**Routed metal, one color a layer**

Only two layers are drawn.
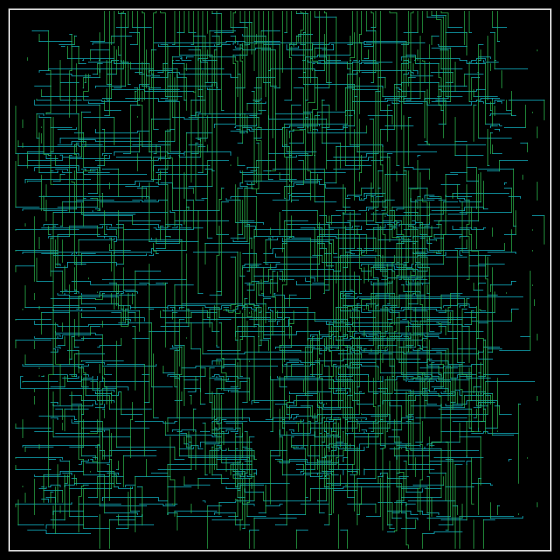
**Clock nets**

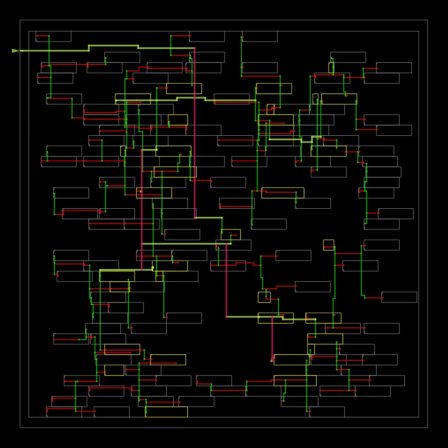
**src/rtl/acc_apb_sequencer.sv**
```systemverilog
// acc_apb_sequencer: APB master that runs one complete matrix-accelerator job
// (enable write, operand writes, result reads, disable write).
// Ports: HCLK/HRESETn clock and async active-low reset; cmd_valid/cmd_ready job
// start; in_valid/in_ready/in_data operand stream; out_valid/out_ready/out_data
// result stream; busy/done/err status; PADDR/PWDATA/PWRITE/PSEL/PENABLE master
// outputs; PRDATA/PREADY/PSLVERR slave responses. All outputs are registered.
module acc_apb_sequencer #(
    parameter int                        APB_ADDR_WIDTH = 13,
    parameter int                        N_WORDS        = 16,
    parameter int                        N_RESULTS      = 4,
    parameter logic [APB_ADDR_WIDTH-1:0] DATA_BASE      = 13'h004,
    parameter logic [APB_ADDR_WIDTH-1:0] RES_BASE       = 13'h100,
    parameter logic [APB_ADDR_WIDTH-1:0] END_ADDR       = 13'h008,
    parameter int                        TIMEOUT        = 1023
) (
    input  logic                      HCLK,
    input  logic                      HRESETn,
    input  logic                      cmd_valid,
    output logic                      cmd_ready,
    input  logic                      in_valid,
    output logic                      in_ready,
    input  logic [31:0]               in_data,
    output logic                      out_valid,
    input  logic                      out_ready,
    output logic [31:0]               out_data,
    output logic                      busy,
    output logic                      done,
    output logic                      err,
    output logic [APB_ADDR_WIDTH-1:0] PADDR,
    output logic [31:0]               PWDATA,
    output logic                      PWRITE,
    output logic                      PSEL,
    output logic                      PENABLE,
    input  logic [31:0]               PRDATA,
    input  logic                      PREADY,
    input  logic                      PSLVERR
);

    typedef enum logic [3:0] {
        IDLE,
        EN_SETUP,
        EN_ACC,
        WR_WAIT,
        WR_SETUP,
        WR_ACC,
        RD_SETUP,
        RD_ACC,
        RD_HOLD,
        END_SETUP,
        END_ACC,
        FINISH
    } state_t;

    localparam logic [8:0] LAST_WORD = 9'(N_WORDS);
    localparam logic [8:0] LAST_RES  = 9'(N_RESULTS);
    localparam logic [9:0] TO_LAST   = 10'(TIMEOUT - 1);

    state_t state_q, state_d;

    logic [8:0] wcnt_q, wcnt_d;
    logic [8:0] rcnt_q, rcnt_d;
    logic [9:0] tcnt_q, tcnt_d;

    logic [APB_ADDR_WIDTH-1:0] paddr_d;
    logic [31:0]               pwdata_d;
    logic                      pwrite_d;
    logic [31:0]               out_data_d;
    logic                      err_d;

    logic sel_d, en_d;
    logic in_setup, in_acc;

    // Word addresses are truncated to the bus width.
    function automatic logic [APB_ADDR_WIDTH-1:0] word_addr(
        input logic [APB_ADDR_WIDTH-1:0] base,
        input logic [8:0]                idx
    );
        return base + APB_ADDR_WIDTH'({idx, 2'b00});
    endfunction

    assign in_setup = state_q inside {EN_SETUP, WR_SETUP, RD_SETUP, END_SETUP};
    assign in_acc   = state_q inside {EN_ACC, WR_ACC, RD_ACC, END_ACC};

    always_comb begin
        state_d    = state_q;
        wcnt_d     = wcnt_q;
        rcnt_d     = rcnt_q;
        tcnt_d     = tcnt_q;
        paddr_d    = PADDR;
        pwdata_d   = PWDATA;
        pwrite_d   = PWRITE;
        out_data_d = out_data;
        err_d      = err;

        unique case (state_q)
            IDLE: begin
                if (cmd_valid) begin
                    state_d  = EN_SETUP;
                    err_d    = 1'b0;
                    wcnt_d   = '0;
                    rcnt_d   = '0;
                    paddr_d  = '0;
                    pwdata_d = 32'd1;
                    pwrite_d = 1'b1;
                end
            end
            EN_SETUP: state_d = EN_ACC;
            EN_ACC: begin
                if (PREADY) state_d = WR_WAIT;
            end
            WR_WAIT: begin
                if (in_valid) begin
                    state_d  = WR_SETUP;
                    paddr_d  = word_addr(DATA_BASE, wcnt_q);
                    pwdata_d = in_data;
                    pwrite_d = 1'b1;
                end
            end
            WR_SETUP: state_d = WR_ACC;
            WR_ACC: begin
                if (PREADY) begin
                    wcnt_d = wcnt_q + 9'd1;
                    if (wcnt_q + 9'd1 == LAST_WORD) begin
                        state_d  = RD_SETUP;
                        paddr_d  = word_addr(RES_BASE, rcnt_q);
                        pwrite_d = 1'b0;
                    end else begin
                        state_d = WR_WAIT;
                    end
                end
            end
            RD_SETUP: state_d = RD_ACC;
            RD_ACC: begin
                if (PREADY) begin
                    state_d    = RD_HOLD;
                    out_data_d = PRDATA;
                    rcnt_d     = rcnt_q + 9'd1;
                end
            end
            RD_HOLD: begin
                if (out_ready) begin
                    if (rcnt_q == LAST_RES) begin
                        state_d  = END_SETUP;
                        paddr_d  = END_ADDR;
                        pwdata_d = '0;
                        pwrite_d = 1'b1;
                    end else begin
                        state_d  = RD_SETUP;
                        paddr_d  = word_addr(RES_BASE, rcnt_q);
                        pwrite_d = 1'b0;
                    end
                end
            end
            END_SETUP: state_d = END_ACC;
            END_ACC: begin
                if (PREADY) state_d = FINISH;
            end
            FINISH: state_d = IDLE;
            default: state_d = IDLE;
        endcase

        // Shared ACCESS handling: error capture and the PREADY watchdog.
        // A timeout abandons the job without the disable write.
        if (in_setup) tcnt_d = '0;
        if (in_acc) begin
            if (PREADY) begin
                if (PSLVERR) err_d = 1'b1;
            end else if (tcnt_q == TO_LAST) begin
                err_d   = 1'b1;
                state_d = FINISH;
            end else begin
                tcnt_d = tcnt_q + 10'd1;
            end
        end

        sel_d = state_d inside {EN_SETUP, EN_ACC, WR_SETUP, WR_ACC,
                                RD_SETUP, RD_ACC, END_SETUP, END_ACC};
        en_d  = state_d inside {EN_ACC, WR_ACC, RD_ACC, END_ACC};
    end

    // Control outputs are decoded from the next state so they are
    // registered yet line up with the state they describe.
    always_ff @(posedge HCLK or negedge HRESETn) begin
        if (!HRESETn) begin
            state_q   <= IDLE;
            wcnt_q    <= '0;
            rcnt_q    <= '0;
            tcnt_q    <= '0;
            PADDR     <= '0;
            PWDATA    <= '0;
            PWRITE    <= 1'b0;
            PSEL      <= 1'b0;
            PENABLE   <= 1'b0;
            out_data  <= '0;
            err       <= 1'b0;
            cmd_ready <= 1'b1;
            in_ready  <= 1'b0;
            out_valid <= 1'b0;
            busy      <= 1'b0;
            done      <= 1'b0;
        end else begin
            state_q   <= state_d;
            wcnt_q    <= wcnt_d;
            rcnt_q    <= rcnt_d;
            tcnt_q    <= tcnt_d;
            PADDR     <= paddr_d;
            PWDATA    <= pwdata_d;
            PWRITE    <= pwrite_d;
            PSEL      <= sel_d;
            PENABLE   <= en_d;
            out_data  <= out_data_d;
            err       <= err_d;
            cmd_ready <= (state_d == IDLE);
            in_ready  <= (state_d == WR_WAIT);
            out_valid <= (state_d == RD_HOLD);
            busy      <= (state_d != IDLE);
            done      <= (state_d == FINISH);
        end
    end

endmodule

```
**config.mk**
```make
export PLATFORM = sky130hd
export DESIGN_NAME = acc_apb_sequencer
export DESIGN_NICKNAME = d
export VERILOG_FILES = /design/src/rtl/acc_apb_sequencer.sv
export SDC_FILE = /design/constraint.sdc
export NUM_CORES = 1
export LEC_CHECK = 0
export CORE_MARGIN = 2
export CORE_UTILIZATION = 52
export CTS_CLUSTER_DIAMETER = 100
export DETAILED_ROUTE_END_ITERATION = 7
export PLACE_DENSITY_LB_ADDON = 0.08
export SYNTH_ARGS = -nofsm -noshare
export SYNTH_HDL_FRONTEND = slang
export SYNTH_SLANG_ARGS = --single-unit
export TNS_END_PERCENT = 1
```
**constraint.sdc**
```tcl
create_clock -name HCLK -period 3.8 [get_ports HCLK]
set_input_delay 0.76 -clock HCLK [delete_from_list [all_inputs] [get_ports HCLK]]
set_output_delay 0.76 -clock HCLK [all_outputs]
set_load 0.02 [all_outputs]
```
==> impl_metrics.yaml <==
# implementation run metrics
status:
  status: "finished clean"
detailed_routing:
  postRouteAntennaNets: 0
  wl_met3_um: 945
  num_vias: 4765
  dr_wl_met2_mm: 6.946
  drt_iter0_markers: 325
  drt-total-wl_mm: 14.06
  viasPerCell: 5.378
  dr.pass1.iters: 5
pwr:
  peakVddDrop_mv: 0.4331
  pwr-share-seq: 0.320
  p_int_mw: 3.848
  p_seq_mw: 1.97
  power_leader: "combinational cells"
logic_synthesis:
  top_cell_area_share: 0.5244
  post-synth-top-count-cell: "nand2_1"
  ys_seq_share: 0.5292
  simple_gate_share: 0.2178
  synth_warnings: 0
  mux_share: 0.02254
  logic_family: "simple AND/OR/NAND/NOR gates"
  synth_stat.cells: 590
  synthTopCellsByArea: "dfrtp_1, nand2_1, o21ai_0"
  edf_count: 0
  syn_inst: 590
final_layout:
  stdcell_count: 886
  drive_above_1_share: 0.07867
  utilization: 0.7500
  num-fill-cells: 751
  register_area_um2: 2879
  n_all_buffers: 161
  clock_buffers: 23
  logic_gate_count: 400
  layout_top_cell: "clkdlybuf4s50_1"
  mostFrequentLayoutCells: "clkdlybuf4s50_1, nand2_1, dfrtp_1"
  sh_comb_area: 0.2945
global_routing:
  grt_pass1_wl_mm: 22.86
  grt_max_degree: 65
  grt.met2_usage: 0.4176
  use_met3: 0.07357
  grt_pass1_vias: 4726
  grtUsageTotal: 0.2570
final_timing:
  hold_slack_ns: 0.3258
  max_freq_mhz: 356.4
  finalSetupViolations: 0
  rsz0062_at_grt: "false"
setup_path:
  cp_slowest_cell: "dfrtp_1"
  worstPathMaxFanout: 10
  criticalPathCategory: "reg -> reg"
  cp_num_cells: 7
  r2r_start: "wcnt_q[0]"
  cp_num_buf_inv: 0
  cpPeakStageDelay_ns: 0.51
die:
  num_rows: 37
  coreArea_um2: 10230
  die_h_um: 106.3
  chip_area_um2: 11300
  nWellTaps: 136
clock_tree:
  htree_levels: 4
  numCtsBuffers: 17
  root_buffer: "clkbuf_8"
  cts_tree: "done"
  postCtsSetupBuffers: 0
  path_clk_slew_ns: 0.05
worst_hold_path:
  hold_class: "in -> async"
-- 'routed metal, one color a layer' (at the start) --
metal 2 -> green  # wire length 6950 µm
metal 1 -> cyan  # wire length 6020 µm

-- 'clock nets' (at the start) --
clk ins delay skew pair: 0.51 ns
Clock Sinks: 115
skew final: 0.009615 ns

Power figures rest on the tool's default switching activity, not on a simulated workload.
